<file path="config.mk">
export PLATFORM = sky130hd
export DESIGN_NAME = if_stage_flat
export DESIGN_NICKNAME = d
export VERILOG_FILES = /design/src/rtl/if_stage_pkg.sv /design/src/rtl/if_stage_if.sv /design/src/rtl/if_stage.sv /design/src/flat_wrapper.sv
export SDC_FILE = /design/constraint.sdc
export NUM_CORES = 1
export LEC_CHECK = 0
export ABC_AREA = 1
export ABC_CLOCK_PERIOD_IN_PS = 3700
export CAP_MARGIN = 10
export CORE_UTILIZATION = 40
export CTS_BUF_LIST = sky130_fd_sc_hd__clkbuf_4 sky130_fd_sc_hd__clkbuf_8
export DETAILED_ROUTE_END_ITERATION = 8
export PLACE_DENSITY = 0.69
export RECOVER_POWER = 25
export SETUP_SLACK_MARGIN = 0.3
export SYNTH_ARGS = -nofsm -noshare
export SYNTH_HDL_FRONTEND = slang
export SYNTH_SLANG_ARGS = --single-unit
</file>
<file path="constraint.sdc">
create_clock -name clk -period 3.7 [get_ports clk]
set_input_delay 0.925 -clock clk [delete_from_list [all_inputs] [get_ports clk]]
set_output_delay 0.925 -clock clk [all_outputs]
set_load 0.05 [all_outputs]
</file>
<file path="src/rtl/if_stage_pkg.sv">
// if_stage_pkg: shared fetch-stage definitions (state encodings, reset and stall levels).
package if_stage_pkg;
    typedef enum logic [1:0] {
        IF_IDLE  = 2'b00,
        IF_FETCH = 2'b01,
        IF_DRAIN = 2'b10,
        IF_HOLD  = 2'b11
    } if_state_e;
    localparam logic RST_ENABLE = 1'b0;
    localparam logic STOP       = 1'b1;
    localparam logic NO_STOP    = 1'b0;
    localparam int   STALL_IF   = 1;
endpackage

</file>
<file path="src/rtl/if_stage_if.sv">
// if_stage_if: fetch request/response bus between the fetch stage and the memory controller.
interface if_stage_if #(
    parameter int ADDR_W = 32,
    parameter int INST_W = 32
);
    logic              if_req_o;
    logic [ADDR_W-1:0] if_addr_o;
    logic              mem_ready_i;
    logic [INST_W-1:0] mem_inst_i;
    modport master (output if_req_o, output if_addr_o, input mem_ready_i, input mem_inst_i);
    modport slave  (input if_req_o, input if_addr_o, output mem_ready_i, output mem_inst_i);
endinterface

</file>
<file path="src/rtl/if_stage.sv">
// if_stage: owns the PC, runs the memory fetch handshake and presents instructions to IF/ID.
module if_stage
    import if_stage_pkg::*;
#(
    parameter logic [31:0] RESET_PC = 32'h0000_0000,
    parameter int          ADDR_W   = 32,
    parameter int          INST_W   = 32
) (
    input  logic              clk,
    input  logic              rst,
    input  logic [5:0]        stall,
    input  logic              branch_flag_i,
    input  logic [ADDR_W-1:0] branch_target_i,
    if_stage_if.master        mem,
    output logic              get_inst,
    output logic [ADDR_W-1:0] if_pc,
    output logic [INST_W-1:0] if_inst
);
    if_state_e         state, state_n;
    logic [ADDR_W-1:0] pc, pc_n, req_addr, req_n, if_pc_n, target;
    logic [INST_W-1:0] if_inst_n;
    logic              unused_bits;

    assign unused_bits   = ^{stall[5:2], stall[0], branch_target_i[1:0]};
    assign target        = {branch_target_i[ADDR_W-1:2], 2'b00};
    assign mem.if_req_o  = (state == IF_FETCH) || (state == IF_DRAIN);
    assign mem.if_addr_o = req_addr;
    assign get_inst      = state == IF_HOLD;

    always_ff @(posedge clk) begin
        if (rst == RST_ENABLE) begin
            state    <= IF_IDLE;
            pc       <= ADDR_W'(RESET_PC);
            req_addr <= ADDR_W'(RESET_PC);
            if_pc    <= '0;
            if_inst  <= '0;
        end else begin
            state    <= state_n;
            pc       <= pc_n;
            req_addr <= req_n;
            if_pc    <= if_pc_n;
            if_inst  <= if_inst_n;
        end
    end

    // A redirect always wins; in-flight requests cannot be aborted, so FETCH without ready drains first.
    always_comb begin
        state_n   = state;
        pc_n      = pc;
        req_n     = req_addr;
        if_pc_n   = if_pc;
        if_inst_n = if_inst;
        case (state)
            IF_IDLE: begin
                state_n = IF_FETCH;
                pc_n    = branch_flag_i ? target : pc;
                req_n   = branch_flag_i ? target : pc;
            end
            IF_FETCH: begin
                if (branch_flag_i) begin
                    pc_n    = target;
                    req_n   = mem.mem_ready_i ? target : req_addr;
                    state_n = mem.mem_ready_i ? IF_FETCH : IF_DRAIN;
                end else if (mem.mem_ready_i) begin
                    if_inst_n = mem.mem_inst_i;
                    if_pc_n   = req_addr;
                    pc_n      = req_addr + ADDR_W'(4);
                    state_n   = IF_HOLD;
                end
            end
            IF_DRAIN: begin
                pc_n = branch_flag_i ? target : pc;
                if (mem.mem_ready_i) begin
                    req_n   = branch_flag_i ? target : pc;
                    state_n = IF_FETCH;
                end
            end
            default: begin
                if (branch_flag_i) begin
                    pc_n    = target;
                    req_n   = target;
                    state_n = IF_FETCH;
                end else if (stall[STALL_IF] == NO_STOP) begin
                    req_n   = pc;
                    state_n = IF_FETCH;
                end
            end
        endcase
    end
endmodule

</file>
<file path="src/flat_wrapper.sv">
// flat-port wrapper written by rule: the top's interface ports become plain ports
module if_stage_flat import if_stage_pkg::*;
#(
    parameter logic [31:0] RESET_PC = 32'h0000_0000,
    parameter int          ADDR_W   = 32,
    parameter int          INST_W   = 32
)
  (clk, rst, stall, branch_flag_i, branch_target_i, get_inst, if_pc, if_inst, mem_if_req_o, mem_if_addr_o, mem_mem_ready_i, mem_mem_inst_i);
  if_stage_if #(.ADDR_W(ADDR_W), .INST_W(INST_W)) mem_i ();
  input  logic clk;
  input  logic rst;
  input  logic [5:0] stall;
  input  logic branch_flag_i;
  input  logic [ADDR_W-1:0] branch_target_i;
  output logic get_inst;
  output logic [ADDR_W-1:0] if_pc;
  output logic [INST_W-1:0] if_inst;
  output wire logic [$bits(mem_i.if_req_o)-1:0] mem_if_req_o;
  output wire logic [$bits(mem_i.if_addr_o)-1:0] mem_if_addr_o;
  input wire logic [$bits(mem_i.mem_ready_i)-1:0] mem_mem_ready_i;
  input wire logic [$bits(mem_i.mem_inst_i)-1:0] mem_mem_inst_i;
  assign mem_if_req_o = mem_i.if_req_o;
  assign mem_if_addr_o = mem_i.if_addr_o;
  assign mem_i.mem_ready_i = mem_mem_ready_i;
  assign mem_i.mem_inst_i = mem_mem_inst_i;
  if_stage #(.RESET_PC(RESET_PC), .ADDR_W(ADDR_W), .INST_W(INST_W)) u_core (.clk(clk), .rst(rst), .stall(stall), .branch_flag_i(branch_flag_i), .branch_target_i(branch_target_i), .mem(mem_i), .get_inst(get_inst), .if_pc(if_pc), .if_inst(if_inst));
endmodule
</file>
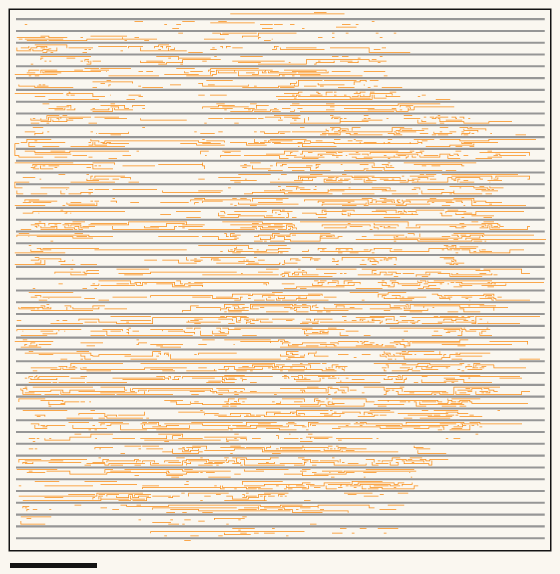
Fig. 1. Signal wires on met1 (run 1).
The bar under the picture is 20 um long. Supply wires on this layer in gray.
longest straight run: 35.4 um
main direction: horizontal
nets with wire on the layer: 959
share of all routed wire: 45%

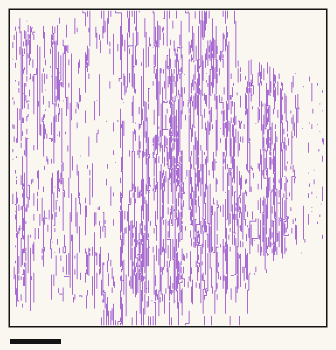
Fig. 2. The metal 2 layer (run 1).
The bar under the picture is 20 um long.
share of all routed wire: 45%
wire length on this layer: 8260 um
longest straight run: 52.5 um
met2 Use GR: 37.1%
vias: 6193
drt total wl: 18500 um

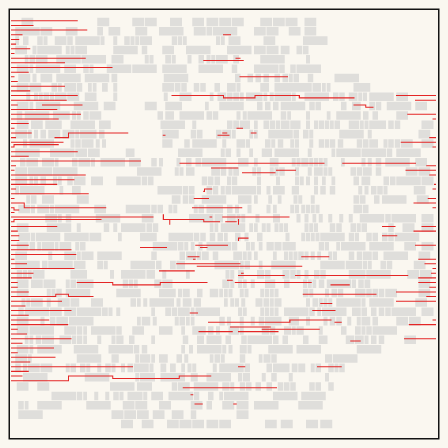
Fig. 3. Met3 routing (run 1).
main direction: horizontal
wire length on this layer: 1670 um
nets with wire on the layer: 150
longest straight run: 41.9 um
GRT met3 Usage: 9.41%

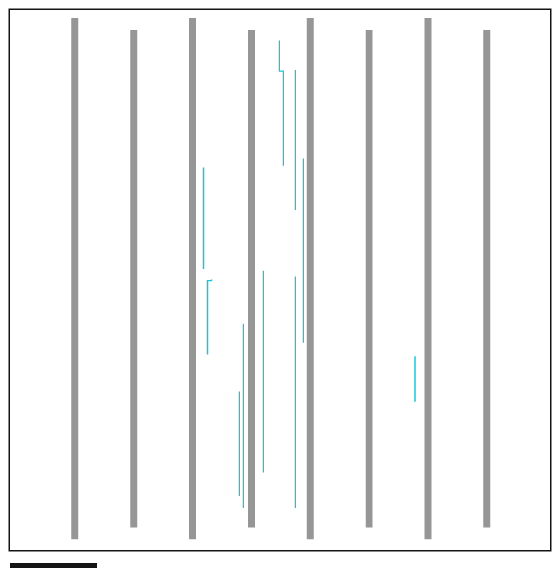
Fig. 4. Met4 routing (run 1).
The bar under the picture is 20 um long. Supply wires on this layer in gray.
wire length on this layer: 320 um
nets with wire on the layer: 8
main direction: vertical
longest straight run: 53.0 um
share of all routed wire: 1.7%

==> flow_metrics.py, run 1 <==
# Physical implementation metrics
metrics = {
    "job": {
        "cap_violations": 1,
    },
    "final_layout": {
        "fill_cells": 1401,
        "post-route-util_pct": 55.4,
    },
    "placement": {
        "dpl_cell_area_um2": 7730,
        "place.port_buffers": 164,
    },
    "synthesis": {
        "yosysSeqAreaShare_pct": 43.4,
        "mux_area_share_pct": 0,
        "synth_stat.cells": 857,
    },
    "power": {
        "swShare_pct": 38.0,
        "p_switching_mw": 1.52,
        "peakVddDrop_mv": 0.368,
        "power_frac_seq_pct": 42.4,
    },
    "clocking": {
        "numCtsBuffers": 17,
        "ctsResizeCount": 0,
    },
    "floorplan": {
        "fp_util_pct": 41.1,
    },
    "outcome": {
        "outcome": "complete, but fails checks",
        "violations": "max-capacitance violations, max-slew violations",
    },
    "timing": {
        "drv_slew": 84,
    },
    "setup_path": {
        "crit_cells": 9,
        "crit_chain": "dlygate4sd3_1, inv_1, nand2_4, nor2_2, clkbuf_1, inv_1, clkbuf_1, o21ai_0, a21oi_1",
    },
    "grt": {
        "grt_pass1_wl_um": 30300,
    },
}
[run 1: per-layer routing]
metal | up-vias | GRT usage (%)
li1 | 3134 | -
met1 | 2807 | 31.6
met2 | 230 | 37.1
met3 | 22 | 9.41
met4 | 0 | 7.09
met5 | - | 0
[run 1: final cells by class]
class,instances,area share (%)
tap,184,2.85
clock buffer,18,3.07
sequential,130,32.2
timing repair buffer,177,21.5
inverter,58,2.69
multi-input combinational,618,36.1
clock inverter,14,1.61
[run 1: sequential cells by signal, indices dropped and copies added, names as in the netlist]
signal                cells
u_core.if_pc             32
u_core.if_inst           32
u_core.state              2
u_core.pc                32
u_core.mem.if_addr_o     32
[run 1: worst min path at each step]
stage | cells after the start | end | startpoint | slack [ps]
final | 2 | u_core.pc[0]$_SDFFE_PN0P_ | u_core.pc[0]$_SDFFE_PN0P_ | 470
after global routing | 2 | u_core.pc[3]$_SDFFE_PN0P_ | u_core.pc[3]$_SDFFE_PN0P_ | 510
after CTS | 2 | u_core.pc[0]$_SDFFE_PN0P_ | u_core.pc[0]$_SDFFE_PN0P_ | 470
after detailed placement | 2 | u_core.pc[0]$_SDFFE_PN0P_ | u_core.pc[0]$_SDFFE_PN0P_ | 460
after global placement | 2 | u_core.pc[2]$_SDFFE_PN0P_ | u_core.pc[2]$_SDFFE_PN0P_ | 450
after floorplan | 2 | u_core.pc[2]$_SDFFE_PN0P_ | u_core.pc[2]$_SDFFE_PN0P_ | 440
[run 1: cell usage after synthesis (all sizes together)]
library cell	number
o21bai	1
and2	2
nor3	1
o211a	1
nand4	2
clkinv	1
nor2	148
a211oi	20
a21oi	105
inv	57
nand2	156
ha	5
nand3b	2
buf	29
dfxtp	130
a221oi	1
or2	2
o211ai	1
nand3	23
o22ai	1
a31oi	12
o21ai	130
clkbuf	22
xor2	5
[run 1: cell families (layout without fill, tap and decap cells)]
kind of cell,Yosys count,after routing
flops,130,130
xor+xnor,5,5
compound gates,272,272
simple gates,336,336
fa+ha+maj,5,5
buf+inv,109,267
[run 1: per-stage QoR]
| stage | total power, mW | instances |
|---|---|---|
| finish | 4.00 | 1199 |
| global route | 4.20 | 1199 |
| CTS | 4.03 | 1199 |
| detailed placement | 2.87 | 1167 |
| global placement | 2.86 | 1167 |
| floorplan | 2.45 | 857 |
[run 1: cells in the final DEF, fill, tap and decap left out, drive strengths merged]
master         synthesis  final
a211oi                20     20
a21oi                105    105
a221oi                 1      1
a31oi                 12     12
and2                   2      2
buf                   29     10
bufinv                 0      1
clkbuf                22     22
clkdlybuf4s50          0    162
clkinv                 1      6
clkinvlp               0      5
dfxtp                130    130
dlygate4sd3            0      1
ha                     5      5
inv                   57     60
nand2                156    156
nand3                 23     23
nand3b                 2      2
nand4                  2      2
nor2                 148    148
nor3                   1      1
o211a                  1      1
o211ai                 1      1
o21ai                130    130
o21bai                 1      1
o22ai                  1      1
or2                    2      2
xor2                   5      5
[run 1: worst register-to-register path: cells and delay by family, from the launching register on]
kind | cells | cell delay [ps]
AOI/OAI and AO/OA | 2 | 320
adders and majority gates | 1 | 360
buffers and inverters | 4 | 1140
DFF | 1 | 330
and+or+nand+nor | 2 | 300
==> inputs of run 2 (changes only) <==
--- a/config.mk
+++ b/config.mk
@@ -6,7 +6,7 @@
 export NUM_CORES = 1
 export LEC_CHECK = 0
 export ABC_AREA = 1
-export ABC_CLOCK_PERIOD_IN_PS = 3700
+export ABC_CLOCK_PERIOD_IN_PS = 3100
 export CAP_MARGIN = 10
 export CORE_UTILIZATION = 40
 export CTS_BUF_LIST = sky130_fd_sc_hd__clkbuf_4 sky130_fd_sc_hd__clkbuf_8
==> constraint.sdc (replaced) <==
create_clock -name clk -period 3.1 [get_ports clk]
set_input_delay 0.775 -clock clk [delete_from_list [all_inputs] [get_ports clk]]
set_output_delay 0.775 -clock clk [all_outputs]
set_load 0.05 [all_outputs]
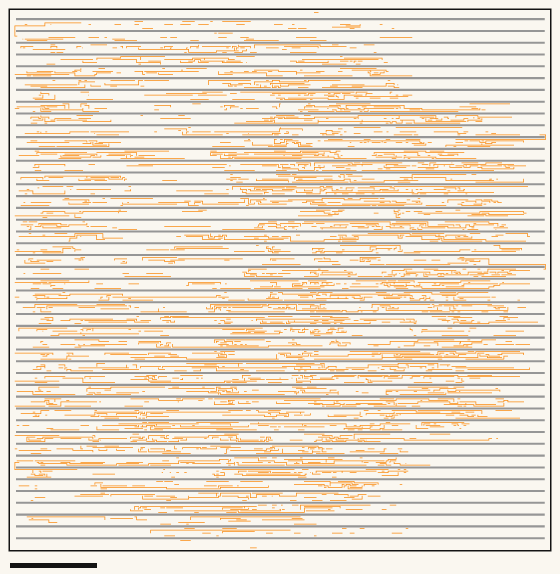
Fig. 5. Signal wires on met1 (run 2).
The bar under the picture is 20 um long. Supply wires on this layer in gray.
longest straight run: 41.4 um
wire length on this layer: 8350 um
share of all routed wire: 45%
main direction: horizontal
Global Route met1 Usage: 31.8%
drt total wl: 18400 um

==> flow_metrics.py, run 2 <==
# Physical implementation metrics
metrics = {
    "hold_path": {
        "min_from": "u_core.if_pc[1]$_SDFFE_PN0P_",
        "hold_end": "u_core.if_pc[1]$_SDFFE_PN0P_",
        "hold_depth": 2,
    },
    "synthesis": {
        "synthTopCellsByCount": "nand2_1 (153), nor2_1 (138), dfxtp_1 (130)",
        "synth_top_area_share_pct": 43.4,
        "synth_stat.cells": 857,
        "yosysMostFrequentCell": "nand2_1",
        "fp_nets": 936,
        "synth-edff-count": 0,
        "ff_type": "dfxtp_1",
        "yosysSeqAreaShare_pct": 43.4,
        "synth_cell_types": 35,
        "async_flop_share_pct": 0,
    },
    "power": {
        "power_density_nw_per_um2": 610,
        "peakVddDrop_mv": 0.284,
    },
    "floorplan": {
        "io_pins": 172,
        "fp_util_pct": 41.1,
        "die_w_um": 125,
    },
    "placement": {
        "place.port_buffers": 164,
        "dpl_cell_area_um2": 7800,
        "dp_hpwl_um": 12700,
    },
    "setup_path": {
        "r2r-start": "u_core.state[1]$_SDFFE_PN0P_",
        "crit_chain": "dlygate4sd3_1, buf_4, nor2_1, clkbuf_1, nand2_1, o211a_1, a21oi_1",
        "r2r_slack_ps": 700,
    },
    "outcome": {
        "outcome": "finished clean",
    },
    "timing": {
        "drv_slew": 0,
        "hold_viol": 0,
        "grt_setup_unrepaired": "false",
    },
    "clocking": {
        "numCtsBuffers": 17,
        "ctsResizeCount": 0,
    },
    "routing": {
        "final_antenna_net_count": 0,
    },
    "grt": {
        "grt_pass1_wl_um": 30300,
    },
    "final_layout": {
        "layout_top_cell": "clkdlybuf4s50_1",
        "fill_cells": 1368,
        "layout_top_cells": "clkdlybuf4s50_1 (161), nand2_1 (154), nor2_1 (141)",
    },
    "job": {
        "cap_violations": 0,
    },
}
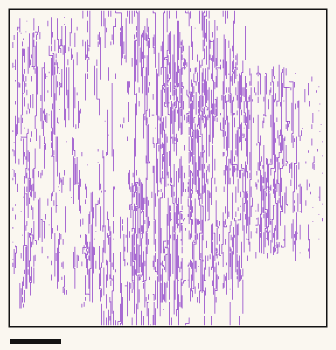
Fig. 6. The metal 2 layer (run 2).
The bar under the picture is 20 um long.
longest straight run: 46.6 um
nets with wire on the layer: 839
share of all routed wire: 45%
main direction: vertical
wire length on this layer: 8220 um
met2 Use GR: 36.8%
vias: 6223

[run 2: cell counts after synthesis]
No cell type changed its count.
[run 2: how the worst max path moves through the flow]
| stage | start | to | slack, ps | depth (start not counted) |
|---|---|---|---|---|
| 2_1_floorplan | u_core.mem.if_addr_o[3]$_SDFFE_PN0P_ | u_core.pc[12]$_SDFFE_PN0P_ | 1270 | 9 |
| 4_1_cts | u_core.state[0]$_SDFFE_PN0P_ | mem_if_req_o | 300 | 3 |
| 5_1_grt | branch_flag_i | u_core.if_pc[29]$_SDFFE_PN0P_ | 230 | 7 |
| 3_5_place_dp | branch_flag_i | u_core.mem.if_addr_o[30]$_SDFFE_PN0P_ | 510 | 8 |
| 3_3_place_gp | branch_flag_i | u_core.mem.if_addr_o[3]$_SDFFE_PN0P_ | 540 | 8 |
| 6_report | branch_flag_i | u_core.pc[4]$_SDFFE_PN0P_ | 410 | 7 |
[run 2: cell families after synthesis]
kind of cell	share of synthesized area (%)
xor+xnor	0.729
fa+ha+maj	1.04
simple gates	23.1
compound gates	24.1
flops	43.4
buf+inv	7.75
[run 2: area by class of cell]
type	count	area, um2	area share (%)
multi-input combinational	618	2920	35.5
sequential	130	2600	31.7
timing repair buffer	184	1810	22.0
clock buffer	23	304	3.71
tap	184	230	2.81
inverter	58	218	2.65
clock inverter	9	128	1.56
[run 2: stage by stage]
stage	util (%)	instances	setup WS (ps)	power (mW)	hold WS, ps
floorplan	-	857	1270	2.92	440
global placement	53.5	1174	538	3.44	451
detailed placement	53.5	1174	512	3.45	455
CTS	56.4	1206	304	5.03	469
global route	56.2	1206	226	5.24	487
finish	56.2	1206	405	5.00	468
[run 2: power by group]
group	internal, mW	switching, mW
Combinational	0.482	0.916
Sequential	1.84	0.177
Clock	0.895	0.696
Total	3.21	1.79
[run 2: per-layer routing]
metal	vias up	track usage, %	share of wire, %
met1	2828	31.8	45
met4	0	9.00	1.7
li1	3154	-	-
met3	22	8.25	8.0
met2	219	36.8	45
met5	-	0	0
[run 2: worst min-delay path, delay by kind of cell, from the launching register on]
| family | cells | cell delay [ps] |
|---|---|---|
| compound gates | 1 | 50 |
| simple gates | 1 | 60 |
| flops | 1 | 320 |
No activity file was given, so power comes from the tool's default toggle rates.
